$ cat config.mk
export PLATFORM = sky130hd
export DESIGN_NAME = mouse_transmitter
export DESIGN_NICKNAME = d
export VERILOG_FILES = /design/src/rtl/mouse_pkg.sv /design/src/rtl/ps2_line_sync.sv /design/src/rtl/mouse_transmitter.sv
export SDC_FILE = /design/constraint.sdc
export NUM_CORES = 1
export LEC_CHECK = 0
export ABC_AREA = 1
export CAP_MARGIN = 30
export CORE_ASPECT_RATIO = 0.8
export CORE_MARGIN = 8
export CORE_UTILIZATION = 63
export DETAILED_ROUTE_END_ITERATION = 6
export MAX_ROUTING_LAYER = met4
export PLACE_DENSITY_LB_ADDON = 0.08
export SYNTH_ARGS = -nofsm -noshare
export SYNTH_HDL_FRONTEND = slang
export SYNTH_SLANG_ARGS = --single-unit
$ cat constraint.sdc
create_clock -name CLK -period 4.6 [get_ports CLK]
set_clock_uncertainty 0.1 [all_clocks]
set_input_delay 0.92 -clock CLK [delete_from_list [all_inputs] [get_ports CLK]]
set_output_delay 0.92 -clock CLK [all_outputs]
set_load 0.1 [all_outputs]
$ cat src/rtl/mouse_pkg.sv
// Shared types and constants for the PS/2 mouse host-to-device transmitter.
package mouse_pkg;

  typedef enum logic [2:0] {
    IDLE,
    INHIBIT,
    REQ,
    SEND,
    WAIT_ACK,
    WAIT_RELEASE
  } state_t;

  localparam logic [1:0] ERR_OK      = 2'b00;
  localparam logic [1:0] ERR_TIMEOUT = 2'b01;
  localparam logic [1:0] ERR_NOACK   = 2'b10;

  // Default timing at a 50 MHz system clock.
  localparam int unsigned DEF_INHIBIT_CYCLES  = 6000;     // 120 us
  localparam int unsigned DEF_REQ_HOLD_CYCLES = 100;      // 2 us
  localparam int unsigned DEF_TIMEOUT_CYCLES  = 1000000;  // 20 ms

  // Frame after the start bit: 8 data bits, parity, stop.
  localparam int unsigned FRAME_BITS = 10;

  // PS/2 uses odd parity: the parity bit makes the total count of ones odd.
  function automatic logic odd_parity(input logic [7:0] b);
    return ~^b;
  endfunction

  function automatic int unsigned max3(input int unsigned a, input int unsigned b,
                                       input int unsigned c);
    int unsigned m;
    m = (a > b) ? a : b;
    return (m > c) ? m : c;
  endfunction

endpackage

$ cat src/rtl/ps2_line_sync.sv
// Two-flop synchronizers for the raw PS/2 lines plus falling-edge detect on CLK.
module ps2_line_sync (
  input  logic clk,
  input  logic rst,
  input  logic clk_raw,
  input  logic data_raw,
  output logic clk_level,
  output logic data_level,
  output logic clk_fall
);

  logic clk_meta_q, clk_meta_d;
  logic clk_sync_q, clk_sync_d;
  logic clk_prev_q, clk_prev_d;
  logic data_meta_q, data_meta_d;
  logic data_sync_q, data_sync_d;

  // Next values of the synchronizer chains.
  always_comb begin
    clk_meta_d  = clk_raw;
    clk_sync_d  = clk_meta_q;
    clk_prev_d  = clk_sync_q;
    data_meta_d = data_raw;
    data_sync_d = data_meta_q;
  end

  // Synchronizer registers; reset to the idle (released, high) line level.
  always_ff @(posedge clk) begin
    if (rst) begin
      clk_meta_q  <= 1'b1;
      clk_sync_q  <= 1'b1;
      clk_prev_q  <= 1'b1;
      data_meta_q <= 1'b1;
      data_sync_q <= 1'b1;
    end else begin
      clk_meta_q  <= clk_meta_d;
      clk_sync_q  <= clk_sync_d;
      clk_prev_q  <= clk_prev_d;
      data_meta_q <= data_meta_d;
      data_sync_q <= data_sync_d;
    end
  end

  assign clk_level  = clk_sync_q;
  assign data_level = data_sync_q;
  assign clk_fall   = clk_prev_q & ~clk_sync_q;

endmodule

$ cat src/rtl/mouse_transmitter.sv
// PS/2 host-to-device transmitter: inhibit, request-to-send, shift out a
// frame on device clock edges, then check the device line acknowledge.
module mouse_transmitter
  import mouse_pkg::*;
#(
  parameter int unsigned INHIBIT_CYCLES  = DEF_INHIBIT_CYCLES,
  parameter int unsigned REQ_HOLD_CYCLES = DEF_REQ_HOLD_CYCLES,
  parameter int unsigned TIMEOUT_CYCLES  = DEF_TIMEOUT_CYCLES
) (
  input  logic       CLK,
  input  logic       RESET,
  input  logic       CLK_MOUSE_IN,
  input  logic       DATA_MOUSE_IN,
  output logic       CLK_MOUSE_OUT_EN,
  output logic       DATA_MOUSE_OUT_EN,
  input  logic       SEND_BYTE,
  input  logic [7:0] BYTE_TO_SEND,
  output logic       BUSY,
  output logic       BYTE_SENT,
  output logic [1:0] BYTE_ERROR_CODE
);

  localparam int unsigned MAX_CYC = max3(INHIBIT_CYCLES, REQ_HOLD_CYCLES, TIMEOUT_CYCLES);
  localparam int unsigned CNT_W   = $clog2(MAX_CYC + 1);

  logic clk_level, data_level, clk_fall;

  ps2_line_sync u_sync (
    .clk       (CLK),
    .rst       (RESET),
    .clk_raw   (CLK_MOUSE_IN),
    .data_raw  (DATA_MOUSE_IN),
    .clk_level (clk_level),
    .data_level(data_level),
    .clk_fall  (clk_fall)
  );

  state_t                state_q, state_d;
  logic [CNT_W-1:0]      cnt_q, cnt_d;
  logic [FRAME_BITS-1:0] frame_q, frame_d;
  logic [3:0]            bit_cnt_q, bit_cnt_d;
  logic                  clk_en_q, clk_en_d;
  logic                  data_en_q, data_en_d;
  logic                  busy_q, busy_d;
  logic                  sent_q, sent_d;
  logic [1:0]            err_q, err_d;

  logic       timeout_hit;
  logic       finish;
  logic [1:0] finish_code;

  assign timeout_hit = (cnt_q == CNT_W'(TIMEOUT_CYCLES - 1));

  // Next-state and registered-output logic; every path that ends a transfer
  // raises finish so the completion bookkeeping lives in one place below.
  always_comb begin
    state_d     = state_q;
    cnt_d       = cnt_q + CNT_W'(1);
    frame_d     = frame_q;
    bit_cnt_d   = bit_cnt_q;
    clk_en_d    = clk_en_q;
    data_en_d   = data_en_q;
    busy_d      = busy_q;
    sent_d      = 1'b0;
    err_d       = err_q;
    finish      = 1'b0;
    finish_code = ERR_OK;

    case (state_q)
      IDLE: begin
        cnt_d     = '0;
        clk_en_d  = 1'b0;
        data_en_d = 1'b0;
        busy_d    = 1'b0;
        if (SEND_BYTE) begin
          frame_d   = {1'b1, odd_parity(BYTE_TO_SEND), BYTE_TO_SEND};
          bit_cnt_d = '0;
          clk_en_d  = 1'b1;
          busy_d    = 1'b1;
          err_d     = ERR_OK;
          state_d   = INHIBIT;
        end
      end

      INHIBIT: begin
        if (cnt_q == CNT_W'(INHIBIT_CYCLES - 1)) begin
          cnt_d     = '0;
          data_en_d = 1'b1;
          state_d   = REQ;
        end
      end

      REQ: begin
        if (cnt_q == CNT_W'(REQ_HOLD_CYCLES - 1)) begin
          cnt_d    = '0;
          clk_en_d = 1'b0;
          state_d  = SEND;
        end
      end

      SEND: begin
        if (timeout_hit) begin
          finish      = 1'b1;
          finish_code = ERR_TIMEOUT;
        end else if (clk_fall) begin
          cnt_d     = '0;
          data_en_d = ~frame_q[0];
          frame_d   = {1'b1, frame_q[FRAME_BITS-1:1]};
          bit_cnt_d = bit_cnt_q + 4'd1;
          if (bit_cnt_q == 4'(FRAME_BITS - 1)) begin
            state_d = WAIT_ACK;
          end
        end
      end

      WAIT_ACK: begin
        if (timeout_hit) begin
          finish      = 1'b1;
          finish_code = ERR_TIMEOUT;
        end else if (clk_fall) begin
          cnt_d = '0;
          if (!data_level) begin
            state_d = WAIT_RELEASE;
          end else begin
            finish      = 1'b1;
            finish_code = ERR_NOACK;
          end
        end
      end

      WAIT_RELEASE: begin
        if (timeout_hit) begin
          finish      = 1'b1;
          finish_code = ERR_TIMEOUT;
        end else if (clk_fall) begin
          cnt_d = '0;
        end else if (clk_level && data_level) begin
          finish      = 1'b1;
          finish_code = ERR_OK;
        end
      end

      default: begin
        state_d = IDLE;
      end
    endcase

    if (finish) begin
      state_d   = IDLE;
      cnt_d     = '0;
      clk_en_d  = 1'b0;
      data_en_d = 1'b0;
      busy_d    = 1'b0;
      sent_d    = 1'b1;
      err_d     = finish_code;
    end
  end

  // State and output registers with synchronous reset.
  always_ff @(posedge CLK) begin
    if (RESET) begin
      state_q   <= IDLE;
      cnt_q     <= '0;
      frame_q   <= '0;
      bit_cnt_q <= '0;
      clk_en_q  <= 1'b0;
      data_en_q <= 1'b0;
      busy_q    <= 1'b0;
      sent_q    <= 1'b0;
      err_q     <= ERR_OK;
    end else begin
      state_q   <= state_d;
      cnt_q     <= cnt_d;
      frame_q   <= frame_d;
      bit_cnt_q <= bit_cnt_d;
      clk_en_q  <= clk_en_d;
      data_en_q <= data_en_d;
      busy_q    <= busy_d;
      sent_q    <= sent_d;
      err_q     <= err_d;
    end
  end

  assign CLK_MOUSE_OUT_EN  = clk_en_q;
  assign DATA_MOUSE_OUT_EN = data_en_q;
  assign BUSY              = busy_q;
  assign BYTE_SENT         = sent_q;
  assign BYTE_ERROR_CODE   = err_q;

endmodule

==> impl_metrics.py, run 1 <==
# Metrics from the implementation run
metrics = {
    "outcome": {
        "outcome": "completed",
    },
    "power_and_ir_drop": {
        "top_power_group": "sequential cells",
        "power.density_cell_area_nw_per_um2": 430,
        "ir_worst_vdd_mv": 0.253,
        "power.share.sequential_pct": 41.3,
        "seq_power_mw": 0.522,
    },
    "place": {
        "dp_slack_ps": 1930,
        "numPlacedInstances": 447,
    },
    "clocking": {
        "cts-hold-fix-buffers": 0,
        "post_cts.resized_instances": 0,
        "cts_buffer_depth": 2,
        "cts_inserted_buffers": 5,
    },
    "final_timing": {
        "layout_min_cycle_time_ps": 2800,
        "relSlewSlack_pct": 34.4,
        "timing.final.hold_violations": 0,
        "finalWorstSetupSlack_ps": 1800,
        "tns_ps": 0,
        "unrepaired_setup_endpoints_after_global_routing": "no",
    },
    "layout": {
        "largest_registers": "cnt_q (20), frame_q (10), bit_cnt_q (4)",
        "final_layout_top_logic_cells": "nand2_1 (109), nor2_1 (59), dfxtp_1 (48)",
        "clock_cell_area_share_pct": 2.99,
        "nonClkBufAreaFrac_pct": 6.14,
        "flow.area_growth_from_synthesis_pct": 10.7,
        "final_util_pct": 71.1,
    },
    "flow_run": {
        "stage_log_warnings": 27,
    },
    "yosys": {
        "yosys.area_share.xor_xnor_pct": 8.26,
        "yosys.cell_count.top_type": "nand2_1",
        "post_synth.cell_area_avg_um2": 6.99,
        "ys.warnings.count": 0,
        "postSynthCellCount": 379,
        "synth-seq-area-share_pct": 36.3,
        "synth_flop_count": 48,
    },
    "route": {
        "drt_drc_violations_left": 0,
        "detailed_route_vias_per_instance": 5.00,
        "top_metal_layer_carrying_routed_signals": "met4",
        "met2WireLength_mm": 2.25,
    },
    "grt": {
        "gr-usage-met2_pct": 24.8,
        "top_usage_layer": "met2",
        "grt_pass1_wl_mm": 8.69,
    },
    "die": {
        "die_height_um": 74.0,
        "nWellTaps": 57,
        "fp.dieArea_um2": 6550,
        "core_area_um2": 4130,
    },
    "hold_path": {
        "hold_class": "register to register",
        "worst_hold_startpoint": "u_sync.data_meta_q",
    },
    "critical_path": {
        "critical_path.n_buffers_inverters": 1,
        "worstSetupPathDepth": 1,
        "critical_path.cell_chain": "clkdlybuf4s50_1",
        "arrival_ps": 1780,
        "setup.worst_path.end_class": "primary output",
        "timing_worst_setup_path_type": "register to primary output",
        "critPathLaunch": "BUSY",
        "required_ps": 3580,
        "ff_to_ff_path_depth": 8,
        "cp_top_family": "buffers and inverters",
        "reg2reg_slack_ps": 2580,
    },
}
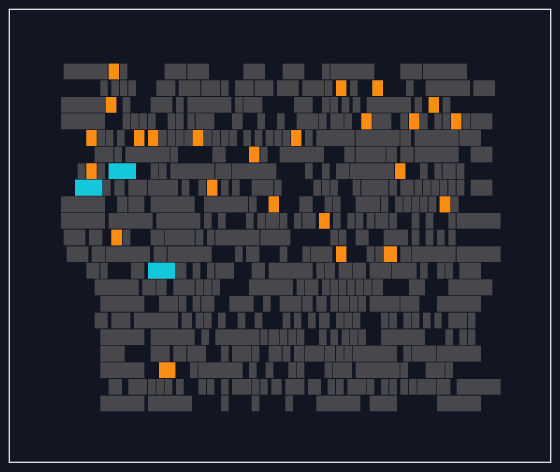
Fig. 1. Gate-type map (run 1).
colour	family	cells	most used
orange	aoi and oai cells	24	a21oi_1
cyan	fa/ha/maj cells	3	ha_1
logic gate fraction of the total cell area: 50.6%
number of standard cells in the layout, taps in and fillers out: 455
most frequent logic cell in the layout: nand2_1

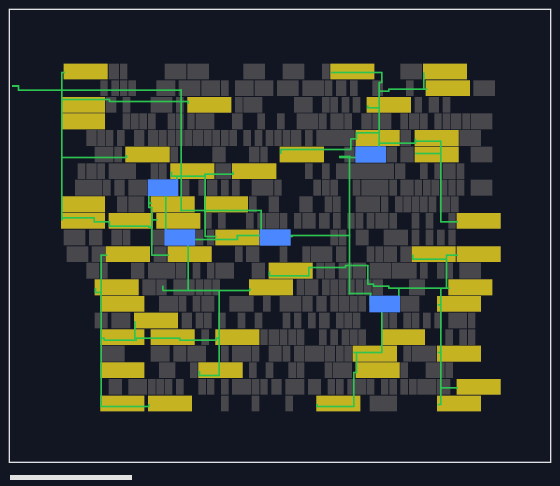
Fig. 2. Clock network drawn from the DEF (run 1).
Scale bar: 20 um.
[yellow] flip-flops | count: 48
[blue] clock-net drivers | count: 5
[green] clock wires | length: 551 um
routed clock nets	6
clock share of power: 19.6%
Clk power: 0.248 mW
clock latency on the worst-skew pair: 300 ps

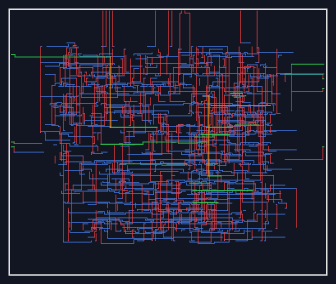
Fig. 3. Routed metal, one colour a layer (run 1).
colour	layer	wire length
orange	M4	42.2 um
green	M3	200 um
blue	M1	2760 um
red	M2	2250 um
wire length reported by the detailed router: 5.25 mm
Wirelength per Cell: 11.5 um
overall global routing resource usage: 17.2%
total number of vias: 2273

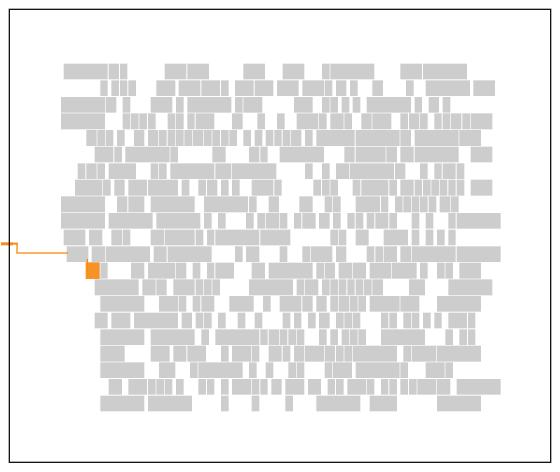
Fig. 4. Port wiring (run 1).
colour	port	bits	direction	edge	end cells	buffers	wire
orange	CLK_MOUSE_IN	1	input	left	1	1	12.5 um
I/O pins: 19
count of port buffers added during placement: 18

--- run 2 (diff from run 1) ---
--- a/config.mk
+++ b/config.mk
@@ -9,7 +9,7 @@
 export CAP_MARGIN = 30
 export CORE_ASPECT_RATIO = 0.8
 export CORE_MARGIN = 8
-export CORE_UTILIZATION = 63
+export CORE_UTILIZATION = 53
 export DETAILED_ROUTE_END_ITERATION = 6
 export MAX_ROUTING_LAYER = met4
 export PLACE_DENSITY_LB_ADDON = 0.08
==> constraint.sdc (replaced) <==
create_clock -name CLK -period 2.5 [get_ports CLK]
set_clock_uncertainty 0.1 [all_clocks]
set_input_delay 0.5 -clock CLK [delete_from_list [all_inputs] [get_ports CLK]]
set_output_delay 0.5 -clock CLK [all_outputs]
set_load 0.1 [all_outputs]
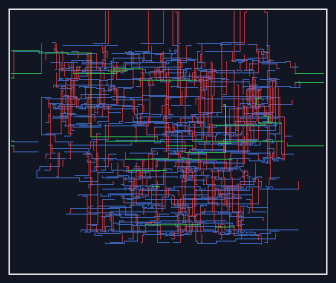
Fig. 5. Routed metal, one colour a layer (run 2).
colour	layer	wire length
green	M3	293 um
red	M2	2260 um
blue	M1	2910 um
orange	M4	39.4 um

==> run 2 against run 1 <==
Compared with the run above: worst setup slack got worse by 1300 ps; clock power increased by 140%; flip-flop count unchanged; largest power group unchanged; sequential power increased by 84%; largest cell class unchanged; critical path type is now register to register.
==> impl_metrics.py, run 2 <==
# Metrics from the implementation run
metrics = {
    "critical_path": {
        "critical_path.n_buffers_inverters": 0,
        "cp_top_family": "simple AND/OR/NAND/NOR gates",
        "required_ps": 2590,
        "reg2reg_slack_ps": 500,
        "critical_path.cell_chain": "ha_1 -> nand3_2 -> nor2_1 -> nand3_1 -> nand2_1 -> nand4_2 -> nand2_4 -> nor2_1",
        "timing_worst_setup_path_type": "register to register",
        "arrival_ps": 2090,
        "critPathLaunch": "cnt_q[0]",
        "worstSetupPathDepth": 8,
        "ff_to_ff_path_depth": 8,
    },
    "final_timing": {
        "tns_ps": 0,
        "layout_min_cycle_time_ps": 2000,
        "timing.final.hold_violations": 0,
        "relSlewSlack_pct": 72.1,
        "finalWorstSetupSlack_ps": 501,
        "setup-violations-final": 0,
        "unrepaired_setup_endpoints_after_global_routing": "no",
    },
    "power_and_ir_drop": {
        "seq_power_mw": 0.959,
        "ir_worst_vdd_mv": 0.522,
        "clock_net_power_mw": 0.586,
        "top_power_group": "sequential cells",
        "totalPowerFinal_mw": 2.45,
        "clock_share_of_power_pct": 23.9,
    },
    "layout": {
        "flow.area_growth_from_synthesis_pct": 12.0,
        "nonClkBufAreaFrac_pct": 6.07,
        "clock_cell_area_share_pct": 3.92,
        "final_util_pct": 60.3,
        "final_layout_top_logic_cells": "nand2_1 (109), nor2_1 (59), dfxtp_1 (48)",
        "final-instance-count-excl-fill": 462,
    },
    "die": {
        "ios": 19,
        "fp.dieArea_um2": 7530,
        "nWellTaps": 62,
        "die_height_um": 79.2,
        "core_area_um2": 4920,
    },
    "grt": {
        "grt_usage_pct": 15.9,
        "grt_pass1_wl_mm": 9.40,
        "top_usage_layer": "met1",
        "gr-usage-met2_pct": 22.3,
    },
    "yosys": {
        "synth-seq-area-share_pct": 36.3,
        "postSynthCellCount": 379,
        "ys.warnings.count": 0,
        "yosys.area_share.xor_xnor_pct": 8.26,
        "synth_flop_count": 48,
        "yosys.cell_count.top_type": "nand2_1",
        "post_synth.cell_area_avg_um2": 6.99,
    },
    "clocking": {
        "cts-root-buf": "clkbuf_8",
        "post_cts.resized_instances": 0,
        "cts-hold-fix-buffers": 0,
        "cts_inserted_buffers": 5,
        "cts_buffer_depth": 2,
    },
    "place": {
        "numPlacedInstances": 454,
        "dp_slack_ps": 507,
        "buffer_ports.inserted": 18,
    },
    "hold_path": {
        "worst_hold_startpoint": "u_sync.clk_meta_q",
        "hold_class": "register to register",
    },
    "outcome": {
        "outcome": "completed",
    },
    "route": {
        "detailed_route_vias_per_instance": 4.92,
        "post_drt_wl_per_cell_um": 11.9,
        "drt_wl_total_mm": 5.50,
        "routed-via-count": 2271,
        "met2WireLength_mm": 2.26,
        "drt_drc_violations_left": 0,
        "top_metal_layer_carrying_routed_signals": "met4",
    },
    "flow_run": {
        "stage_log_warnings": 27,
    },
}
Power and IR drop assume default switching activity.
